File: config.mk
export PLATFORM = sky130hd
export DESIGN_NAME = mem_port_arbiter_flat
export DESIGN_NICKNAME = d
export VERILOG_FILES = /design/src/rtl/mem_port_arbiter_pkg.sv /design/src/rtl/mem_port_arbiter_if.sv /design/src/rtl/mem_port_arbiter_load_extend.sv /design/src/rtl/mem_port_arbiter.sv /design/src/flat_wrapper.sv
export SDC_FILE = /design/constraint.sdc
export NUM_CORES = 1
export LEC_CHECK = 0
export CELL_PAD_IN_SITES_DETAIL_PLACEMENT = 1
export CELL_PAD_IN_SITES_GLOBAL_PLACEMENT = 2
export CORE_MARGIN = 2
export CORE_UTILIZATION = 35
export DETAILED_ROUTE_END_ITERATION = 12
export DONT_BUFFER_PORTS = 1
export PLACE_DENSITY_LB_ADDON = 0.1
export SYNTH_ARGS = -nofsm -noshare
export SYNTH_HDL_FRONTEND = slang
export SYNTH_HIERARCHICAL = 1
export SYNTH_SLANG_ARGS = --single-unit
File: constraint.sdc
create_clock -name clk -period 2.1 [get_ports clk]
set_input_delay 0.42 -clock clk [delete_from_list [all_inputs] [get_ports clk]]
set_output_delay 0.42 -clock clk [all_outputs]
set_load 0.05 [all_outputs]
File: src/rtl/mem_port_arbiter_pkg.sv
// Shared types and helpers for the unified-memory port arbiter.
package mem_arb_pkg;

  localparam logic [2:0] SZ_B  = 3'b000;
  localparam logic [2:0] SZ_H  = 3'b001;
  localparam logic [2:0] SZ_W  = 3'b010;
  localparam logic [2:0] SZ_BU = 3'b100;
  localparam logic [2:0] SZ_HU = 3'b101;

  typedef enum logic {IDLE, WAIT} arb_state_t;
  typedef enum logic {OWN_IF, OWN_D} owner_t;

  function automatic logic misaligned(input logic [2:0] size, input logic [1:0] off);
    logic bad;
    bad = 1'b0;
    case (size)
      SZ_H, SZ_HU: bad = off[0];
      SZ_W:        bad = (off != 2'b00);
      default:     bad = 1'b0;
    endcase
    return bad;
  endfunction

endpackage

File: src/rtl/mem_port_arbiter_if.sv
// Core-side (fetch/data) and memory-side signals of the arbiter in one bundle.
interface mem_port_arbiter_if;
  logic        if_req, if_ready, if_rvalid;
  logic [31:0] if_addr, if_rdata;
  logic        d_req, d_we, d_ready, d_rvalid, d_misalign;
  logic [2:0]  d_size;
  logic [31:0] d_addr, d_wdata, d_rdata;
  logic        m_req, m_we;
  logic [2:0]  m_size;
  logic [31:0] m_addr, m_wdata, m_rdata;

  // slave: the arbiter itself; master: requesters plus memory model
  modport slave (
    input  if_req, if_addr, d_req, d_we, d_size, d_addr, d_wdata, m_rdata,
    output if_ready, if_rvalid, if_rdata, d_ready, d_rvalid, d_rdata, d_misalign,
           m_req, m_we, m_size, m_addr, m_wdata
  );
  modport master (
    output if_req, if_addr, d_req, d_we, d_size, d_addr, d_wdata, m_rdata,
    input  if_ready, if_rvalid, if_rdata, d_ready, d_rvalid, d_rdata, d_misalign,
           m_req, m_we, m_size, m_addr, m_wdata
  );
endinterface

File: src/rtl/mem_port_arbiter_load_extend.sv
// Byte/halfword extraction and sign/zero extension of a loaded word.
module load_extend
  import mem_arb_pkg::*;
(
  input  logic [31:0] word,
  input  logic [1:0]  off,
  input  logic [2:0]  size,
  output logic [31:0] result
);
  logic [7:0]  b;
  logic [15:0] h;

  always_comb begin
    b = word[{off, 3'b000} +: 8];
    h = off[1] ? word[31:16] : word[15:0];
    case (size)
      SZ_B:    result = {{24{b[7]}}, b};
      SZ_BU:   result = {24'h0, b};
      SZ_H:    result = {{16{h[15]}}, h};
      SZ_HU:   result = {16'h0, h};
      default: result = word;
    endcase
  end
endmodule

File: src/rtl/mem_port_arbiter.sv
// Shares one single-port memory between fetch and data ports; data wins by default.
// Define MEM_ARB_FAIRNESS_EN to force a fetch grant after STREAK_MAX contested data grants.
module mem_port_arbiter
  import mem_arb_pkg::*;
#(
  parameter int unsigned LAT        = 1,
  parameter int unsigned STREAK_MAX = 4
) (
  input  logic              clk,
  input  logic              reset,
  mem_port_arbiter_if.slave bus
);
  if (LAT < 1 || LAT > 4) begin : g_bad_lat
    $error("mem_port_arbiter: LAT must be 1..4");
  end
  if (STREAK_MAX < 1 || STREAK_MAX > 255) begin : g_bad_streak
    $error("mem_port_arbiter: STREAK_MAX must be 1..255");
  end

  arb_state_t  state, state_nx;
  logic [1:0]  cnt, cnt_nx;
  owner_t      owner;
  logic [2:0]  size_q;
  logic [1:0]  off_q;
  logic [31:0] if_hold, d_hold, ext;
  logic        resp, accept, force_if, grant_d, grant_if, mis, d_go, rd_start;

  // A response cycle doubles as an acceptance cycle, so reads pipeline at one per LAT.
  assign resp     = (state == WAIT) && (cnt == 2'd0);
  assign accept   = reset && ((state == IDLE) || resp);
  assign grant_d  = bus.d_req && !force_if;
  assign grant_if = bus.if_req && !grant_d;
  assign mis      = misaligned(bus.d_size, bus.d_addr[1:0]);

  assign bus.if_ready   = accept && grant_if;
  assign bus.d_ready    = accept && grant_d;
  assign bus.d_misalign = bus.d_ready && mis;
  assign d_go           = bus.d_ready && !mis;
  assign rd_start       = bus.if_ready || (d_go && !bus.d_we);

  assign bus.m_req   = bus.if_ready || d_go;
  assign bus.m_we    = d_go && bus.d_we;
  assign bus.m_size  = bus.m_we ? bus.d_size : (bus.m_req ? SZ_W : 3'b000);
  assign bus.m_addr  = bus.if_ready ? {bus.if_addr[31:2], 2'b00} : (d_go ? bus.d_addr : 32'h0);
  assign bus.m_wdata = bus.m_we ? bus.d_wdata : 32'h0;

  assign bus.if_rvalid = resp && (owner == OWN_IF);
  assign bus.d_rvalid  = resp && (owner == OWN_D);

  load_extend u_ext (
    .word   (bus.m_rdata),
    .off    (off_q),
    .size   (size_q),
    .result (ext)
  );

  assign bus.if_rdata = bus.if_rvalid ? bus.m_rdata : if_hold;
  assign bus.d_rdata  = bus.d_rvalid ? ext : d_hold;

  always_comb begin
    state_nx = state;
    cnt_nx   = cnt;
    if (state == WAIT && cnt != 2'd0) begin
      cnt_nx = cnt - 2'd1;
    end else if (rd_start) begin
      state_nx = WAIT;
      cnt_nx   = 2'(LAT - 1);
    end else begin
      state_nx = IDLE;
      cnt_nx   = 2'd0;
    end
  end

  always_ff @(posedge clk or negedge reset) begin
    if (!reset) begin
      state   <= IDLE;
      cnt     <= 2'd0;
      owner   <= OWN_IF;
      size_q  <= SZ_W;
      off_q   <= 2'd0;
      if_hold <= 32'h0;
      d_hold  <= 32'h0;
    end else begin
      state <= state_nx;
      cnt   <= cnt_nx;
      if (rd_start) begin
        owner  <= bus.if_ready ? OWN_IF : OWN_D;
        size_q <= bus.d_size;
        off_q  <= bus.d_addr[1:0];
      end
      if (bus.if_rvalid) if_hold <= bus.m_rdata;
      if (bus.d_rvalid)  d_hold  <= ext;
    end
  end

`ifdef MEM_ARB_FAIRNESS_EN
  logic [7:0] streak;

  assign force_if = bus.if_req && (streak == 8'(STREAK_MAX));

  always_ff @(posedge clk or negedge reset) begin
    if (!reset)                                                    streak <= 8'd0;
    else if (bus.if_ready)                                         streak <= 8'd0;
    else if (bus.d_ready && bus.if_req && streak != 8'(STREAK_MAX)) streak <= streak + 8'd1;
  end
`else
  assign force_if = 1'b0;
`endif

endmodule
File: src/flat_wrapper.sv
// flat-port wrapper written by rule: the top's interface ports become plain ports
module mem_port_arbiter_flat import mem_arb_pkg::*;
#(
  parameter int unsigned LAT        = 1,
  parameter int unsigned STREAK_MAX = 4
)
  (clk, reset, bus_if_req, bus_if_addr, bus_d_req, bus_d_we, bus_d_size, bus_d_addr, bus_d_wdata, bus_m_rdata, bus_if_ready, bus_if_rvalid, bus_if_rdata, bus_d_ready, bus_d_rvalid, bus_d_rdata, bus_d_misalign, bus_m_req, bus_m_we, bus_m_size, bus_m_addr, bus_m_wdata);
  mem_port_arbiter_if bus_i ();
  input  logic clk;
  input  logic reset;
  input wire logic [$bits(bus_i.if_req)-1:0] bus_if_req;
  input wire logic [$bits(bus_i.if_addr)-1:0] bus_if_addr;
  input wire logic [$bits(bus_i.d_req)-1:0] bus_d_req;
  input wire logic [$bits(bus_i.d_we)-1:0] bus_d_we;
  input wire logic [$bits(bus_i.d_size)-1:0] bus_d_size;
  input wire logic [$bits(bus_i.d_addr)-1:0] bus_d_addr;
  input wire logic [$bits(bus_i.d_wdata)-1:0] bus_d_wdata;
  input wire logic [$bits(bus_i.m_rdata)-1:0] bus_m_rdata;
  output wire logic [$bits(bus_i.if_ready)-1:0] bus_if_ready;
  output wire logic [$bits(bus_i.if_rvalid)-1:0] bus_if_rvalid;
  output wire logic [$bits(bus_i.if_rdata)-1:0] bus_if_rdata;
  output wire logic [$bits(bus_i.d_ready)-1:0] bus_d_ready;
  output wire logic [$bits(bus_i.d_rvalid)-1:0] bus_d_rvalid;
  output wire logic [$bits(bus_i.d_rdata)-1:0] bus_d_rdata;
  output wire logic [$bits(bus_i.d_misalign)-1:0] bus_d_misalign;
  output wire logic [$bits(bus_i.m_req)-1:0] bus_m_req;
  output wire logic [$bits(bus_i.m_we)-1:0] bus_m_we;
  output wire logic [$bits(bus_i.m_size)-1:0] bus_m_size;
  output wire logic [$bits(bus_i.m_addr)-1:0] bus_m_addr;
  output wire logic [$bits(bus_i.m_wdata)-1:0] bus_m_wdata;
  assign bus_i.if_req = bus_if_req;
  assign bus_i.if_addr = bus_if_addr;
  assign bus_i.d_req = bus_d_req;
  assign bus_i.d_we = bus_d_we;
  assign bus_i.d_size = bus_d_size;
  assign bus_i.d_addr = bus_d_addr;
  assign bus_i.d_wdata = bus_d_wdata;
  assign bus_i.m_rdata = bus_m_rdata;
  assign bus_if_ready = bus_i.if_ready;
  assign bus_if_rvalid = bus_i.if_rvalid;
  assign bus_if_rdata = bus_i.if_rdata;
  assign bus_d_ready = bus_i.d_ready;
  assign bus_d_rvalid = bus_i.d_rvalid;
  assign bus_d_rdata = bus_i.d_rdata;
  assign bus_d_misalign = bus_i.d_misalign;
  assign bus_m_req = bus_i.m_req;
  assign bus_m_we = bus_i.m_we;
  assign bus_m_size = bus_i.m_size;
  assign bus_m_addr = bus_i.m_addr;
  assign bus_m_wdata = bus_i.m_wdata;
  mem_port_arbiter #(.LAT(LAT), .STREAK_MAX(STREAK_MAX)) u_core (.clk(clk), .reset(reset), .bus(bus_i));
endmodule
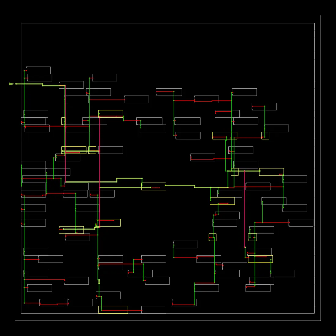
clock_nets.png
CLK BUF: 10
clock sink count: 73
registers: 73
clk_lat worst skew: 0.34 ns

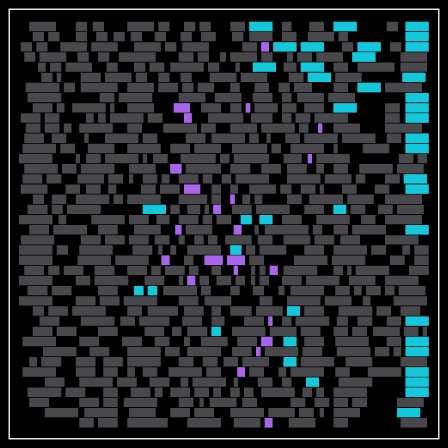
gates.png
Key: non-inverting ao/oa cells = cyan [cells 42, most used a22o_4]; nor cells = purple [cells 23, most used nor2b_1]

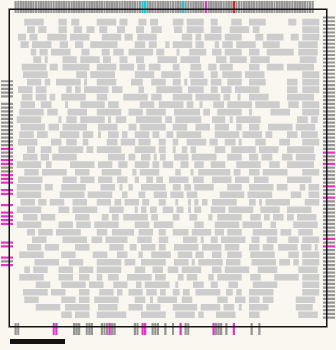
pinout.png
The bar under the picture is 20 µm long. Pins as bars across the die edge, other pins in gray.
Key: bus_if_ready = red [pins 1, direction output, edge top]; bus_d_rdata = magenta [pins 32, direction output, edge 17 left, 8 bottom, 6 right, 1 top]; bus_m_size = cyan [pins 3, direction output, edge top]
All pins by edge: 118 top, 81 right, 39 left, 36 bottom.

==> job_summary.md <==
## PnR job results

| Metric | Value |
|---|---|
| Final Hold Violation Tally | `73` |
| Slowest stage delay, CP | `0.46 ns` |
| Worst Path Required | `1.68 ns` |
| Global route overflow | `0` |
| Final instance area | `8190 µm²` |
| Synth area leader | `dfrtp_1` |
| Fmax | `0.393 GHz` |
| Reg2reg start | `u_core/cnt[0]` |
| Worst-path cell chain | `buf_4, buf_4, nor2b_4, o21ai_4, a221o_1, mux2_4` |
| Die Y | `115 µm` |
| Post-layout worst setup margin | `-0.443 ns` |
| Grt peak-use layer | `met2` |
| Final Util | `68.4%` |
| Hold slack | `-0.223 ns` |
| Routing usage on met3 | `7.31%` |
| Share of layout cells above drive strength 1 | `74.8%` |
| Adder Share, Synth | `less than 1%` |
| Fill cell count | `1,068` |
| Relative slew slack | `73.7%` |
| Met1 Usage GRT | `33.5%` |
| Type of the worst setup path | `register to output port` |
| Final Cycle Share | `121%` |
| Floorplan Nets | `554` |
| Vias in the first global route | `4,162` |
| Die ar. | `13,100 µm²` |
| Cell internal pwr | `approximately 4900 µW` |
| Met3 Routed Length | `1.59 mm` |
| Nets | `approximately 700` |
| Pwr top | `combinational cells` |
| Buffer depth of the longest clock path | `2` |
| Crit start category | `register` |
| Largest regs | `u_core/d_hold: 32 flops, u_core/if_hold: 32 flops, u_core/size_q: 3 flops` |
| Initial antenna violation count | `0` |
| Setup TNS | `-42.90 ns` |
| Post-Synth Simple-Gate Area | `19.8%` |
| Clock Tree Root | `clkbuf_16` |
| Sequential Area | `1830 µm²` |
| XOR/XNOR Area Share | `0%` |
| CP most frequent cell | `buf_4` |
| Violated checks | `hold timing, setup timing` |
| Vias/cell | `5.85` |
| Final min period | `between 2 and 3 ns` |
| # diodes | `0` |
| Synth Cell Area | `4280 µm²` |
| Dpl hpwl | `10.8 mm` |
| Most used logic cell in the final layout | `dfrtp_1` |
| Clock share of power | `17.1%` |
| Max-area cell share | `a little over two fifths` |
| Pwr per Cell Area | `1110 nW/µm²` |
| Yosys aoi share | `19.1%` |
| Placed Area | `5600 µm²` |
| Static leakage | `about 0.0039 µW` |
| Count of final setup violators | `138` |
| Largest cells by area | `dfrtp_1, mux2_2, nand2_1` |
| Asr flop ratio synth | `100%` |
| DRT iter0 DRCs | `195` |
| Drt pass-1 iters | `5` |
| FP Rows | `40` |
| Gate Area | `3440 µm²` |
| Overall routing resource usage | `a little over a quarter` |
| Sw power | `4180 µW` |
| Worst slew pin tran | `0.392 ns` |
| Area growth from synthesis to layout | `91.2%` |
| Clock buf/inv share | `3.64%` |
| Number of synthesized register bits | `73` |
| Taps Inserted | `147` |
| Critical path depth | `6` |
| Syn_area_per_cell | `10.3 µm²` |
| R2R Setup Slk | `-0.05 ns` |
| Seq pwr share | `23.6%` |
| First-pass GRT wire length | `between 20 and 30 mm` |
| Status | `finished with violations` |
| Register share of the cell area | `22.4%` |
| Class of the worst hold path | `primary input to asynchronous set/reset pin` |
| Crit path to | `bus_d_rdata[3]` |
| EDFF count, synth | `0` |
| CTS buffer count | `9` |
| YS warnings | `6` |
| H-tree depth | `3` |
| Seq share, synth | `42.7%` |
| Number of port buffers | `0` |
| Post-CTS Setup Bufs | `24` |
| Reg2reg path depth | `9` |
| Comb area share | `42.1%` |
Power and IR drop assume default switching activity.
